File: config.mk
export PLATFORM = sky130hd
export DESIGN_NAME = run_ctrl
export DESIGN_NICKNAME = d
export VERILOG_FILES = /design/src/rtl/run_ctrl_pkg.sv /design/src/rtl/run_ctrl_rst_seq.sv /design/src/rtl/run_ctrl.sv
export SDC_FILE = /design/constraint.sdc
export NUM_CORES = 1
export LEC_CHECK = 0
export CELL_PAD_IN_SITES_DETAIL_PLACEMENT = 1
export CELL_PAD_IN_SITES_GLOBAL_PLACEMENT = 2
export CORE_MARGIN = 1
export CORE_UTILIZATION = 36
export CTS_BUF_LIST = sky130_fd_sc_hd__clkbuf_16
export DETAILED_ROUTE_END_ITERATION = 12
export PLACE_DENSITY_LB_ADDON = 0.1
export SYNTH_ARGS = -nofsm -noshare
export SYNTH_HDL_FRONTEND = slang
export SYNTH_SLANG_ARGS = --single-unit
export TNS_END_PERCENT = 100
File: constraint.sdc
create_clock -name run_ctrl_clk_ip -period 4.9 [get_ports run_ctrl_clk_ip]
set_input_delay 0.49 -clock run_ctrl_clk_ip [delete_from_list [all_inputs] [get_ports run_ctrl_clk_ip]]
set_output_delay 0.49 -clock run_ctrl_clk_ip [all_outputs]
set_load 0.1 [all_outputs]
File: src/rtl/run_ctrl_pkg.sv
// Shared types and helpers for the run controller: FSM states, status codes
// and the per-channel reset release cycle.
package run_ctrl_pkg;

  typedef enum logic [1:0] {
    ST_RELEASE = 2'd0,
    ST_RUN     = 2'd1,
    ST_DRAIN   = 2'd2,
    ST_DONE    = 2'd3
  } state_e;

  typedef enum logic [1:0] {
    STAT_RUNNING = 2'd0,
    STAT_PASS    = 2'd1,
    STAT_TIMEOUT = 2'd2,
    STAT_WDOG    = 2'd3
  } status_e;

  // Cycle at which reset channel k is released.
  function automatic int release_cycle(input int rst_cycles, input int stagger, input int k);
    return rst_cycles + k * stagger;
  endfunction

endpackage

File: src/rtl/run_ctrl_rst_seq.sv
// Staggered reset channels: channel k is high while the cycle count is below
// its release cycle, registered from the next count so the output never glitches.
module run_ctrl_rst_seq
  import run_ctrl_pkg::*;
#(
  parameter int CNT_W          = 32,
  parameter int CHANNELS       = 4,
  parameter int RST_CYCLES     = 5,
  parameter int STAGGER_CYCLES = 2
) (
  input  logic                clk,
  input  logic                rst,
  input  logic [CNT_W-1:0]    cyc,
  output logic [CHANNELS-1:0] chan_rst
);

  logic [CNT_W-1:0] cyc_next;

  assign cyc_next = (cyc == '1) ? cyc : cyc + CNT_W'(1);

  for (genvar k = 0; k < CHANNELS; k++) begin : g_chan
    localparam logic [63:0] T_K = 64'(release_cycle(RST_CYCLES, STAGGER_CYCLES, k));

    // Sticky release: once low, only the block reset raises it again.
    always_ff @(posedge clk or posedge rst) begin
      if (rst) chan_rst[k] <= 1'b1;
      else     chan_rst[k] <= chan_rst[k] & (64'(cyc_next) < T_K);
    end
  end

endmodule

File: src/rtl/run_ctrl.sv
// Simulation run controller: cycle counter, staggered resets, timeout, watchdog
// and drain-then-finish. Progress ticks/messages are enabled by RUN_CTRL_PROGRESS_EN.
//
// state      | meaning
// RELEASE    | reset channels still releasing; finish requests are latched
// RUN        | normal operation; timeout, watchdog and finish requests checked
// DRAIN      | finish accepted, counting down DRAIN_CYCLES; timeout still checked
// DONE       | finish and status held until reset
module run_ctrl
  import run_ctrl_pkg::*;
#(
  parameter int CNT_W          = 32,
  parameter int CHANNELS       = 4,
  parameter int RST_CYCLES     = 5,
  parameter int STAGGER_CYCLES = 2,
  parameter int TIMEOUT        = 10000,
  parameter int WDOG_CYCLES    = 1000,
  parameter int DRAIN_CYCLES   = 8,
  parameter int TICK_FREQ      = 1000
) (
  input  logic                run_ctrl_clk_ip,
  input  logic                run_ctrl_rst_ip,
  output logic [CHANNELS-1:0] run_ctrl_rst_op,
  output logic [CNT_W-1:0]    run_ctrl_cycles_op,
  input  logic [CNT_W-1:0]    run_ctrl_timeout_ip,
  input  logic                run_ctrl_timeout_ld_ip,
  input  logic                run_ctrl_activity_ip,
  input  logic                run_ctrl_finish_req_ip,
  output logic                run_ctrl_finish_op,
  output logic [1:0]          run_ctrl_status_op,
  output logic                run_ctrl_tick_op
);

  localparam logic [63:0]      T_LAST       = 64'(release_cycle(RST_CYCLES, STAGGER_CYCLES, CHANNELS - 1));
  localparam logic [CNT_W-1:0] TIMEOUT_INIT = CNT_W'(TIMEOUT);
  localparam logic [CNT_W-1:0] WDOG_RELOAD  = CNT_W'(WDOG_CYCLES);
  localparam logic [CNT_W-1:0] DRAIN_INIT   = CNT_W'(DRAIN_CYCLES);
  localparam bit               WDOG_EN      = (WDOG_CYCLES != 0);

  if (CHANNELS < 1 || CHANNELS > 16 || TICK_FREQ < 1) begin : g_param_check
    $error("run_ctrl: CHANNELS must be 1..16 and TICK_FREQ at least 1");
  end

  logic [CNT_W-1:0] cyc_q;
  logic [CNT_W-1:0] cyc_next;
  logic [CNT_W-1:0] timeout_q;
  logic [CNT_W-1:0] wdog_q;
  logic [CNT_W-1:0] drain_q;
  state_e           state_q;
  status_e          status_q;
  logic             finish_q;
  logic             pend_q;

  assign cyc_next = (cyc_q == '1) ? cyc_q : cyc_q + CNT_W'(1);

  always_ff @(posedge run_ctrl_clk_ip or posedge run_ctrl_rst_ip) begin
    if (run_ctrl_rst_ip) cyc_q <= '0;
    else                 cyc_q <= cyc_next;
  end

  always_ff @(posedge run_ctrl_clk_ip or posedge run_ctrl_rst_ip) begin
    if (run_ctrl_rst_ip)             timeout_q <= TIMEOUT_INIT;
    else if (run_ctrl_timeout_ld_ip) timeout_q <= run_ctrl_timeout_ip;
  end

  run_ctrl_rst_seq #(
    .CNT_W          (CNT_W),
    .CHANNELS       (CHANNELS),
    .RST_CYCLES     (RST_CYCLES),
    .STAGGER_CYCLES (STAGGER_CYCLES)
  ) u_rst_seq (
    .clk      (run_ctrl_clk_ip),
    .rst      (run_ctrl_rst_ip),
    .cyc      (cyc_q),
    .chan_rst (run_ctrl_rst_op)
  );

  always_ff @(posedge run_ctrl_clk_ip or posedge run_ctrl_rst_ip) begin
    if (run_ctrl_rst_ip) begin
      state_q  <= ST_RELEASE;
      status_q <= STAT_RUNNING;
      finish_q <= 1'b0;
      pend_q   <= 1'b0;
      wdog_q   <= WDOG_RELOAD;
      drain_q  <= '0;
    end else begin
      case (state_q)
        ST_RELEASE: begin
          if (cyc_q > timeout_q) begin
            state_q  <= ST_DONE;
            status_q <= STAT_TIMEOUT;
            finish_q <= 1'b1;
          end else if (64'(cyc_next) >= T_LAST) begin
            // A latched request skips RUN so draining starts on the release edge.
            pend_q <= 1'b0;
            if (pend_q || run_ctrl_finish_req_ip) begin
              state_q <= ST_DRAIN;
              drain_q <= DRAIN_INIT;
            end else begin
              state_q <= ST_RUN;
            end
          end else if (run_ctrl_finish_req_ip) begin
            pend_q <= 1'b1;
          end
        end
        ST_RUN: begin
          if (cyc_q > timeout_q) begin
            state_q  <= ST_DONE;
            status_q <= STAT_TIMEOUT;
            finish_q <= 1'b1;
          end else if (WDOG_EN && wdog_q == '0 && !run_ctrl_activity_ip) begin
            state_q  <= ST_DONE;
            status_q <= STAT_WDOG;
            finish_q <= 1'b1;
          end else begin
            if (run_ctrl_finish_req_ip || pend_q) begin
              state_q <= ST_DRAIN;
              drain_q <= DRAIN_INIT;
              pend_q  <= 1'b0;
            end
            if (run_ctrl_activity_ip) wdog_q <= WDOG_RELOAD;
            else if (wdog_q != '0)    wdog_q <= wdog_q - CNT_W'(1);
          end
        end
        ST_DRAIN: begin
          if (cyc_q > timeout_q) begin
            state_q  <= ST_DONE;
            status_q <= STAT_TIMEOUT;
            finish_q <= 1'b1;
          end else if (drain_q == '0) begin
            state_q  <= ST_DONE;
            status_q <= STAT_PASS;
            finish_q <= 1'b1;
          end else begin
            drain_q <= drain_q - CNT_W'(1);
          end
        end
        default: begin
          state_q <= ST_DONE;
        end
      endcase
    end
  end

  assign run_ctrl_cycles_op = cyc_q;
  assign run_ctrl_finish_op = finish_q;
  assign run_ctrl_status_op = status_q;

`ifdef RUN_CTRL_PROGRESS_EN
  localparam logic [CNT_W-1:0] TICK_PERIOD = CNT_W'(TICK_FREQ);

  logic tick_q;
  logic done_seen_q;

  // Tick is registered from the next count; a saturated counter stops ticking.
  always_ff @(posedge run_ctrl_clk_ip or posedge run_ctrl_rst_ip) begin
    if (run_ctrl_rst_ip) begin
      tick_q      <= 1'b0;
      done_seen_q <= 1'b0;
    end else begin
      tick_q      <= (cyc_next != cyc_q) && (cyc_next % TICK_PERIOD == '0);
      done_seen_q <= (state_q == ST_DONE);
    end
  end

  always @(posedge run_ctrl_clk_ip) begin
    if (!run_ctrl_rst_ip && tick_q)
      $info("run_ctrl: cycle %0d", cyc_q);
    if (!run_ctrl_rst_ip && state_q == ST_DONE && !done_seen_q)
      $info("run_ctrl: finished with status %s at cycle %0d", status_q.name(), cyc_q);
  end

  assign run_ctrl_tick_op = tick_q;
`else
  assign run_ctrl_tick_op = 1'b0;
`endif

endmodule

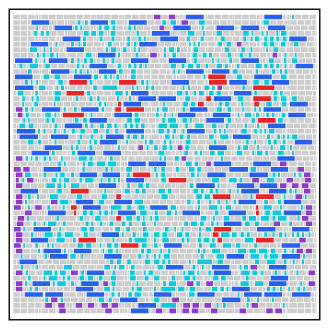
(run_1/cell_classes.png)
Drawn at 2 px/um. Fill, decap, tap and diode cells in gray.
all other logic: drawn in cyan, cells 757. other buffers and delay cells: drawn in purple, cells 85. clock drivers and dummy loads: drawn in red, cells 32. flip-flops: drawn in blue, cells 138.
flop share of the area: 35.17%
core area: 0.02271 mm2
design area: 0.009872 mm2
number of core rows: 55

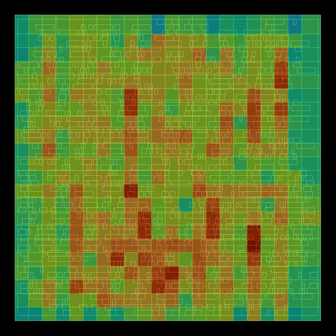
(run_1/final_congestion.png)
final core occ: 43.47%
GRT busiest layer: met2

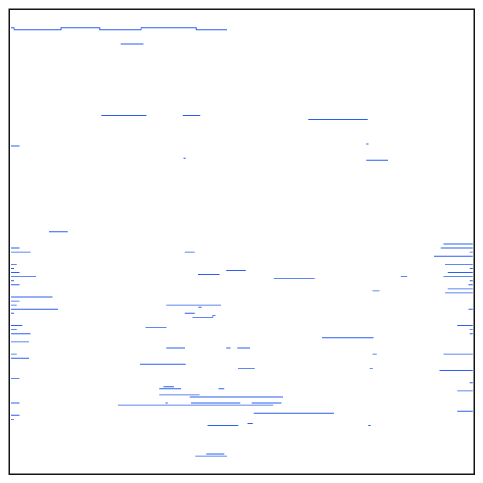
(run_1/met3.png)
Drawn at 3 px/um.
The layer holds 2.8% of the routed length. The wires run mostly horizontal.
total number of vias: 7237
grt met3 use: 4.119%
overall routed net length: 23560 um

==> flow_metrics.py, run 1 <==
# Metrics from the implementation run
metrics = {
    "outcome": {
        "status": "complete, no violations",
    },
    "setup_path": {
        "cp.required_ps": 5220,
        "slowest_delay_ps": 550,
        "arrival_ps": 4280,
        "worstSetupEndpointType": "flip-flop",
        "crit_type": "flip-flop to flip-flop",
        "critical_path.endpoint": "drain_q[26]",
        "start_kind": "flip-flop",
        "cp_max_fo": 36,
    },
    "synth": {
        "ys_cells": 943,
        "ys_chip_area_mm2": 0.008371,
        "synth_area_mm2": 0.008371,
        "synth_nets": 1019,
        "synth_adder_area_share_pct": 5.830,
        "simple_gate_share_pct": 26.35,
        "top_area_cell": "dfrtp_1",
        "xor_share_pct": 2.616,
        "synth.area.mux_share_pct": 0.7025,
        "synthDominantCellAreaShare_pct": 36.77,
        "logic_family": "simple AND/OR/NAND/NOR gates",
        "area_leaders": "dfrtp_1, ha_1, nand2_1, dfstp_2, o21ai_0",
        "synthFlopType": "dfrtp_1",
        "yosysMostFrequentCell": "nand2_1",
    },
    "sta": {
        "rsz0062_at_grt": "no",
        "tightest_slew_ps": 1014,
        "setup_tns_ps": 0,
        "drv_slew": 0,
        "timing.fmax_mhz": 252.6,
    },
    "grt": {
        "grtUsageTotal_pct": 21.08,
        "grt_pass1_vias": 7451,
        "use_met2_pct": 33.07,
        "grt-ovfl-total": 0,
    },
    "cells_and_area": {
        "fillers": 2654,
        "lay_top_count": "nand2_1",
        "seq_area_mm2": 0.003472,
        "clk_share_pct": 5.830,
        "nMultiInputCombCells": 708,
        "combGateArea_mm2": 0.004458,
        "comb_share_pct": 45.16,
        "syn2layout_area_growth_pct": 17.94,
    },
    "route": {
        "drt_iter0_drc": 345,
        "drc": 0,
        "wl_met1_um": 12030,
        "wl_met2_um": 10540,
        "drtPass1Iterations": 5,
        "ant_nets": 0,
    },
    "pwr": {
        "pg_clk_w": 0.00129,
        "comb_power_w": 0.000157,
    },
    "clocking": {
        "clk_pin_slew_ps": 60,
        "htreeDepth": 4,
        "cts_tree": "done",
        "post_cts_buffers": 0,
    },
    "hold_path": {
        "hold_path.class": "flip-flop to flip-flop",
    },
    "run": {
        "warning_count": 29,
        "drv_cap": 0,
    },
    "floorplanning": {
        "tapcell.inserted": 285,
        "die_h_um": 154.5,
        "die_w_um": 154.5,
    },
    "place": {
        "gp_congestion": 0.8067,
        "io_buffers": 75,
        "dpl_cell_area_mm2": 0.009296,
        "hpwl_um": 16400,
    },
}
==> run 2, diff against run 1 <==
- clock period: 4.9 -> 3.81 ns (I/O delays scaled with it)
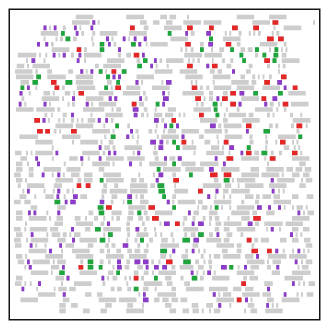
(run_2/gate_families.png)
Drawn at 2 px/um.
AND-OR and OR-AND gates: drawn in red, cells 65, where widely spread. AND and OR gates: drawn in green, cells 74, where widely spread. inverting AOI/OAI gates: drawn in purple, cells 164, where widely spread.
Finished Layout Cells: 1321
Comb/total area: 44.04%
most numerous logic cell after layout: nand2_1

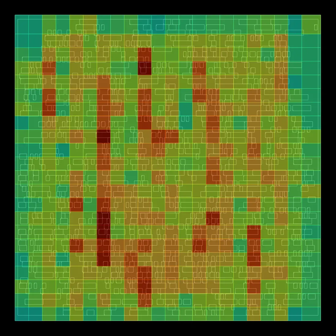
(run_2/final_congestion.png)
met1 usage: 30.31%
grt met3 use: 3.530%
final core occ: 44.60%

==> run 2 against run 1 <==
Fmax up 13%. Non-clock buffer count is 24 higher. Die size stayed put. Largest power group unchanged. Cell count grew 1.9%.
==> flow_metrics.py, run 2 <==
# Metrics from the implementation run
metrics = {
    "clocking": {
        "htreeDepth": 4,
        "cts_resized": 0,
        "clk_pin_slew_ps": 70,
        "cts_tree": "done",
        "post_cts_buffers": 0,
    },
    "route": {
        "wl_um": 23870,
        "vias": 7338,
        "ant_nets": 0,
        "drc": 0,
        "wl_met2_um": 10670,
        "drt_iter0_drc": 414,
        "wl_met1_um": 12150,
        "drtPass1Iterations": 4,
    },
    "synth": {
        "area_leaders": "dfrtp_1, ha_1, nand2_1, dfstp_2, o21ai_0",
        "synth.area.mux_share_pct": 0.7025,
        "edf_count": 0,
        "xor_share_pct": 2.616,
        "synth_area_mm2": 0.008371,
        "yosysMostFrequentCell": "nand2_1",
        "simple_gate_share_pct": 26.35,
        "ys_cells": 943,
        "logic_family": "simple AND/OR/NAND/NOR gates",
        "synthFlopType": "dfrtp_1",
        "synth_nets": 1019,
        "synthDominantCellAreaShare_pct": 36.77,
        "top_area_cell": "dfrtp_1",
        "synth_adder_area_share_pct": 5.830,
        "ys_chip_area_mm2": 0.008371,
    },
    "cells_and_area": {
        "seq_share_pct": 34.38,
        "clk_share_pct": 5.707,
        "combGateArea_mm2": 0.004461,
        "syn2layout_area_growth_pct": 21.00,
        "seq_area_mm2": 0.003482,
        "drive_gt1_share_pct": 11.00,
        "fillers": 2667,
        "nMultiInputCombCells": 708,
        "fin_area_mm2": 0.01013,
    },
    "setup_path": {
        "slowest_delay_ps": 540,
        "arrival_ps": 3840,
        "cp_num_buf_inv": 2,
        "crit_family": "simple AND/OR/NAND/NOR gates",
        "start_kind": "flip-flop",
        "critical_path.endpoint": "drain_q[26]",
        "worstRegToRegCells": 11,
        "cp_max_fo": 36,
        "critPathLaunch": "run_ctrl_cycles_op[17]",
        "crit_type": "flip-flop to flip-flop",
        "cp.required_ps": 4130,
        "worstSetupEndpointType": "flip-flop",
        "rr_startpoint": "run_ctrl_cycles_op[17]",
        "reg2reg_to": "drain_q[26]",
    },
    "place": {
        "pre_cts_ws_ps": 306.6,
        "io_buffers": 75,
        "dpl_cell_area_mm2": 0.009548,
        "gp_congestion": 0.8172,
        "hpwl_um": 16950,
    },
    "pwr": {
        "p_sw_share_pct": 24.54,
        "comb_power_w": 0.000202,
        "leakage_nw": 4.303,
        "pg_clk_w": 0.00166,
        "powerDensity_mw_per_mm2": 334.6,
    },
    "floorplanning": {
        "fp_util_pct": 36.86,
        "core_area_mm2": 0.02271,
        "rows": 55,
        "tapcell.inserted": 285,
        "die_h_um": 154.5,
        "die_w_um": 154.5,
    },
    "sta": {
        "drv_slew": 0,
        "timing.fmax_mhz": 284.4,
        "post-route-period-util_pct": 92.29,
        "tightest_slew_ps": 1019,
        "rsz0062_at_grt": "no",
        "setup_tns_ps": 0,
        "fin_ws_ps": 293.9,
    },
    "run": {
        "warning_count": 29,
        "drv_cap": 0,
    },
    "grt": {
        "grtUsageTotal_pct": 21.31,
        "use_met2_pct": 33.38,
        "busiest_layer": "met2",
        "grt-ovfl-total": 0,
        "grt_pass1_vias": 7619,
        "grt_pass1_wl_um": 40410,
    },
    "hold_path": {
        "hold_path.class": "input pin to asynchronous set/reset pin",
    },
    "outcome": {
        "status": "complete, no violations",
    },
}
Power and IR drop assume default switching activity.
